The clock network:
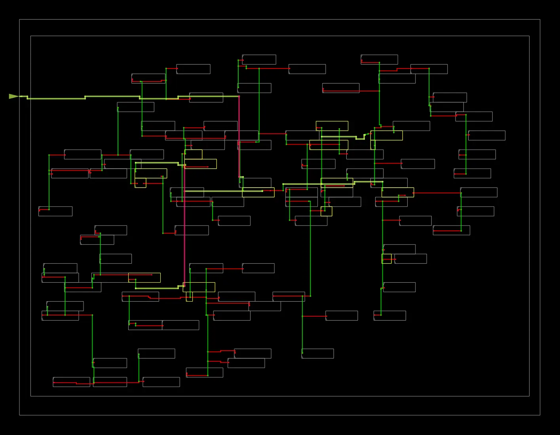
Gate families picked out:
The bar under the picture is 50 µm long.
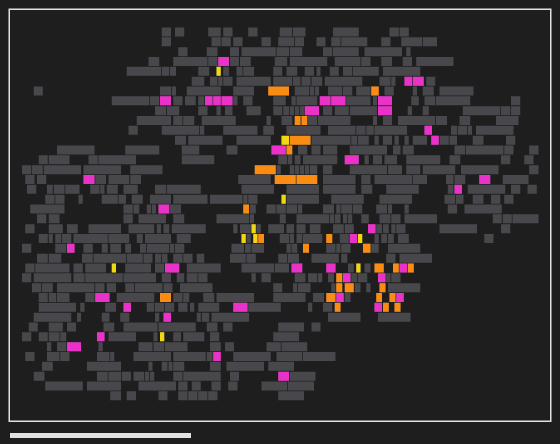
[src/rtl/hazard_ctrl.sv]
// Pipeline hazard controller: turns forwarding stalls, memory waits and branch
// flushes into per-stage stall/bubble/flush controls, with counters and a watchdog.
module hazard_ctrl #(
  parameter int CNT_W         = 32,
  parameter int STALL_TIMEOUT = 1024,
  parameter int TO_W          = 16
) (
  input  logic             clk,
  input  logic             rst_n,
  input  logic             no_forwarding_data_IDR,
  input  logic             no_forwarding_data_EXB,
  input  logic             no_forwarding_data_MEMP,
  input  logic             mem_busy_MEMP,
  input  logic             branch_flush_EXA,
  output logic             stall_IF,
  output logic             stall_IDC,
  output logic             bubble_IDR,
  output logic             stall_IDR,
  output logic             stall_EXB,
  output logic             stall_EXA,
  output logic             stall_MEMP,
  output logic             bubble_MEMR,
  output logic             flush_IDC,
  output logic             flush_IDR,
  output logic             flush_EXB,
  output logic             redirect_en,
  output logic             hazard_timeout,
  output logic [CNT_W-1:0] stall_cnt,
  output logic [CNT_W-1:0] flush_cnt
);

  typedef enum logic [1:0] {RUN, MEM_WAIT, REPLAY_FLUSH} state_t;

  localparam logic [TO_W-1:0] TO_LIM = TO_W'(STALL_TIMEOUT);

  state_t           state_q, state_d;
  logic             flush_pend_q, flush_pend_d;
  logic [CNT_W-1:0] stall_cnt_q, stall_cnt_d;
  logic [CNT_W-1:0] flush_cnt_q, flush_cnt_d;
  logic [TO_W-1:0]  wd_q, wd_d;
  logic             timeout_q, timeout_d;

  logic data_haz, mem_stall, data_stall, do_flush, stall_any;

  assign data_haz = no_forwarding_data_IDR | no_forwarding_data_EXB | no_forwarding_data_MEMP;

  always_comb begin
    state_d      = state_q;
    flush_pend_d = flush_pend_q;
    mem_stall    = 1'b0;
    data_stall   = 1'b0;
    do_flush     = 1'b0;
    case (state_q)
      RUN: begin
        if (mem_busy_MEMP) begin
          mem_stall = 1'b1;
          if (branch_flush_EXA) flush_pend_d = 1'b1;
          state_d = MEM_WAIT;
        end else if (branch_flush_EXA) begin
          do_flush = 1'b1;
        end else if (data_haz) begin
          data_stall = 1'b1;
        end
      end
      MEM_WAIT: begin
        if (mem_busy_MEMP) begin
          mem_stall = 1'b1;
          if (branch_flush_EXA) flush_pend_d = 1'b1;
        end else begin
          // The flush is deferred one cycle so the released load can leave MEMP first.
          flush_pend_d = flush_pend_q | branch_flush_EXA;
          state_d      = (flush_pend_q || branch_flush_EXA) ? REPLAY_FLUSH : RUN;
          data_stall   = data_haz;
        end
      end
      REPLAY_FLUSH: begin
        if (mem_busy_MEMP) begin
          mem_stall = 1'b1;
        end else begin
          do_flush     = 1'b1;
          flush_pend_d = 1'b0;
          state_d      = RUN;
        end
      end
      default: state_d = RUN;
    endcase

    stall_any   = mem_stall | data_stall;
    stall_cnt_d = (stall_any && stall_cnt_q != {CNT_W{1'b1}}) ? stall_cnt_q + CNT_W'(1) : stall_cnt_q;
    flush_cnt_d = (do_flush && flush_cnt_q != {CNT_W{1'b1}}) ? flush_cnt_q + CNT_W'(1) : flush_cnt_q;
    if (!stall_any)        wd_d = '0;
    else if (wd_q != TO_LIM) wd_d = wd_q + TO_W'(1);
    else                   wd_d = wd_q;
    timeout_d = timeout_q | (wd_d == TO_LIM);
  end

  always_ff @(posedge clk or negedge rst_n) begin
    if (!rst_n) begin
      state_q      <= RUN;
      flush_pend_q <= 1'b0;
      stall_cnt_q  <= '0;
      flush_cnt_q  <= '0;
      wd_q         <= '0;
      timeout_q    <= 1'b0;
    end else begin
      state_q      <= state_d;
      flush_pend_q <= flush_pend_d;
      stall_cnt_q  <= stall_cnt_d;
      flush_cnt_q  <= flush_cnt_d;
      wd_q         <= wd_d;
      timeout_q    <= timeout_d;
    end
  end

  // Controls are combinational, so they are gated directly by reset.
  assign stall_IF    = rst_n & (mem_stall | data_stall);
  assign stall_IDC   = rst_n & (mem_stall | data_stall);
  assign bubble_IDR  = rst_n & data_stall;
  assign stall_IDR   = rst_n & mem_stall;
  assign stall_EXB   = rst_n & mem_stall;
  assign stall_EXA   = rst_n & mem_stall;
  assign stall_MEMP  = rst_n & mem_stall;
  assign bubble_MEMR = rst_n & mem_stall;
  assign flush_IDC   = rst_n & do_flush;
  assign flush_IDR   = rst_n & do_flush;
  assign flush_EXB   = rst_n & do_flush;
  assign redirect_en = rst_n & do_flush;

  assign hazard_timeout = timeout_q;
  assign stall_cnt      = stall_cnt_q;
  assign flush_cnt      = flush_cnt_q;

endmodule

[config.mk]
export PLATFORM = sky130hd
export DESIGN_NAME = hazard_ctrl
export DESIGN_NICKNAME = d
export VERILOG_FILES = /design/src/rtl/hazard_ctrl.sv
export SDC_FILE = /design/constraint.sdc
export NUM_CORES = 1
export LEC_CHECK = 0
export ABC_CLOCK_PERIOD_IN_PS = 1930
export CAP_MARGIN = 30
export CORE_ASPECT_RATIO = 0.75
export CORE_MARGIN = 3
export CORE_UTILIZATION = 28
export CTS_CLUSTER_DIAMETER = 40
export DETAILED_ROUTE_END_ITERATION = 8
export SKIP_LAST_GASP = 1
export SLEW_MARGIN = 20
export SYNTH_ARGS = -nofsm -noshare
export SYNTH_HDL_FRONTEND = slang
export SYNTH_SLANG_ARGS = --single-unit
[constraint.sdc]
create_clock -name clk -period 1.93 [get_ports clk]
set_input_delay 0.2895 -clock clk [delete_from_list [all_inputs] [get_ports clk]]
set_output_delay 0.2895 -clock clk [all_outputs]
set_load 0.1 [all_outputs]
==> Changelog: implementation <==
### Physical design

* # Cells Yosys at about 440
* MUX share of area at 0.725%
* CP startpoint: state_q[0]
* Power Density at roughly 1100 mW/mm²
* Setup violators final at 23
* Aoi share at 4.43%
* Critical path capture point type: flip-flop
* Core area at ~0.015 mm²
* Met3 WL post-DR at around 470 µm
* Final WL at 12,100 µm
* Seq pwr share at a little under a third
* Initial DRC Count at ~210
* Logic pwr share at a little under half
* Reg clk slew, reported paths at roughly 0.070 ns
* Violated checks: negative setup slack
* Comb group at approximately 0.0035 W
* Post-synth ARST share at 100%
* Slew headroom at between 50% and 60%
* Final Wtd Congestion at 0.841
* Via/cell ratio at between 4 and 5
* Distinct cells, synth at between 40 and 50
* Most common logic cells in the final layout: buf_4, nand2_1, xor2_1
* Max Slew Vio Count at 0
* Sequential power at ~0.0024 W
* Peak Freq at approximately 480 MHz
* XORs/XNORs by Area at 14.8%
* DR DRC count at 0
* Syn Area/Cell at roughly 9.9 µm²
* Comb area leader: simple AND/OR/NAND/NOR gates
* TritonRoute pass-1 iters at 4
* Reg2reg path depth at 6
* DR WL met2 at slightly below 6000 µm
* Simple-Gate Area Share at a little over a quarter
* Buffers on Ports at a little over 80
* Clock Power Share at between 20% and 30%
* R2R Path End: flush_cnt[17]
* Top power group: combinational logic
* Number of warnings in the stage logs at 30
* Max Cap Viol at 0
* Number of fill cells at 1,375
* Setup crit start kind: flip-flop
* WL met1 at slightly below 6000 µm
* Met3 Use GR at roughly 3.3%
* Comb. cell area at 0.00252 mm²
* Placed Cells at 791
* H-tree depth at 3
* Count of library flops with an enable pin at 0
* M2 GR Usage at 22.7%
* Total nets after synthesis at about 450
* GRT Total Usage at approximately 14%
* Share of cells above drive strength 1 at ~52%
* Post-CTS setup buffers at 1
* Peak VDD IR at 1.35 mV
* Post-cts sizing count at 16
* Status: finished, violations left
* Clk root buf: clkbuf_16
* Net Sw Frac at roughly 44%
* Die Area at between 0.015 and 0.02 mm²
* Hold crit path type: input pin to asynchronous set/reset pin
* Net Switching at approximately 0.0034 W
* WP data required at ~2.2 ns
* Ports at around 84
* Dpl hpwl at 8770 µm
* Yosys warnings at 0
* Critical setup path kind: flip-flop to flip-flop
* Synth Seq Share at roughly half
* Cell area after synthesis at between 0.004 and 0.005 mm²
* Final hold slack at 0.0256 ns
* FF/Latch Area at roughly 0.0023 mm²
* Vias at roughly 3,900
* Worst-skew pair later-pin latency at 0.33 ns
* Pin count of the biggest net entering global routing at about 55
* Commonest flop: dfrtp_1
* Hold_buf cts at 1
* Setup ws final at -0.153 ns
* Adder share at between 1 and 1.5%
* Placement Setup Slack at -0.491 ns
* Pleak at about 3 nW
* Cell with the most instances after synthesis: dfrtp_1
* DR WL/cell at about 15 µm
* Area grow syn2layout at 63.9%
* Area share, top type at 48.7%
* Final Util at about 48%
* Row Count at 38
* Post-route ant nets at 0
* Data arrival, critical path at 2.34 ns
* FF+latch count, synth at about 84
* Top Metal Used: met4
* CTS tree: yes
## Picture notes: 'the clock network'
flop count: 84
Final Skew: 0.00974 ns
Clock Sinks: 84

## Picture notes: 'gate families picked out'
[AND and OR gates] magenta | cells: 40
[inverters] yellow | cells: 10 | where: center
[inverting AOI/OAI gates] orange | cells: 28

[worst max-delay path by stage]
stage / cells past startpoint / slack, ns / to
detailed placement: 7 / -0.49 / flush_cnt[23]
global route: 6 / -0.22 / flush_cnt[19]
finish: 6 / -0.15 / flush_cnt[17]
floorplan: 3 / -0.35 / flush_IDC
global placement: 7 / -0.44 / flush_cnt[27]
CTS: 6 / -0.15 / flush_cnt[23]
[final cells by class]
class                      instances  share of cell area, %
multi-input combinational        328                   35.7
clock inverter                     5                  0.849
clock buffer                      11                   3.43
sequential                        84                   32.1
inverter                          10                  0.566
timing repair buffer             185                   23.8
tap                              200                   3.54
[worst max-delay path, stage by stage (launching register included)]
cell and delay (ns):
dfrtp_1 0.39, or2_4 0.25, or3_4 0.34, or4_4 0.59, nor2_4 0.17, buf_4 0.13, xor2_1 0.14
No activity file was given, so power comes from the tool's default toggle rates.
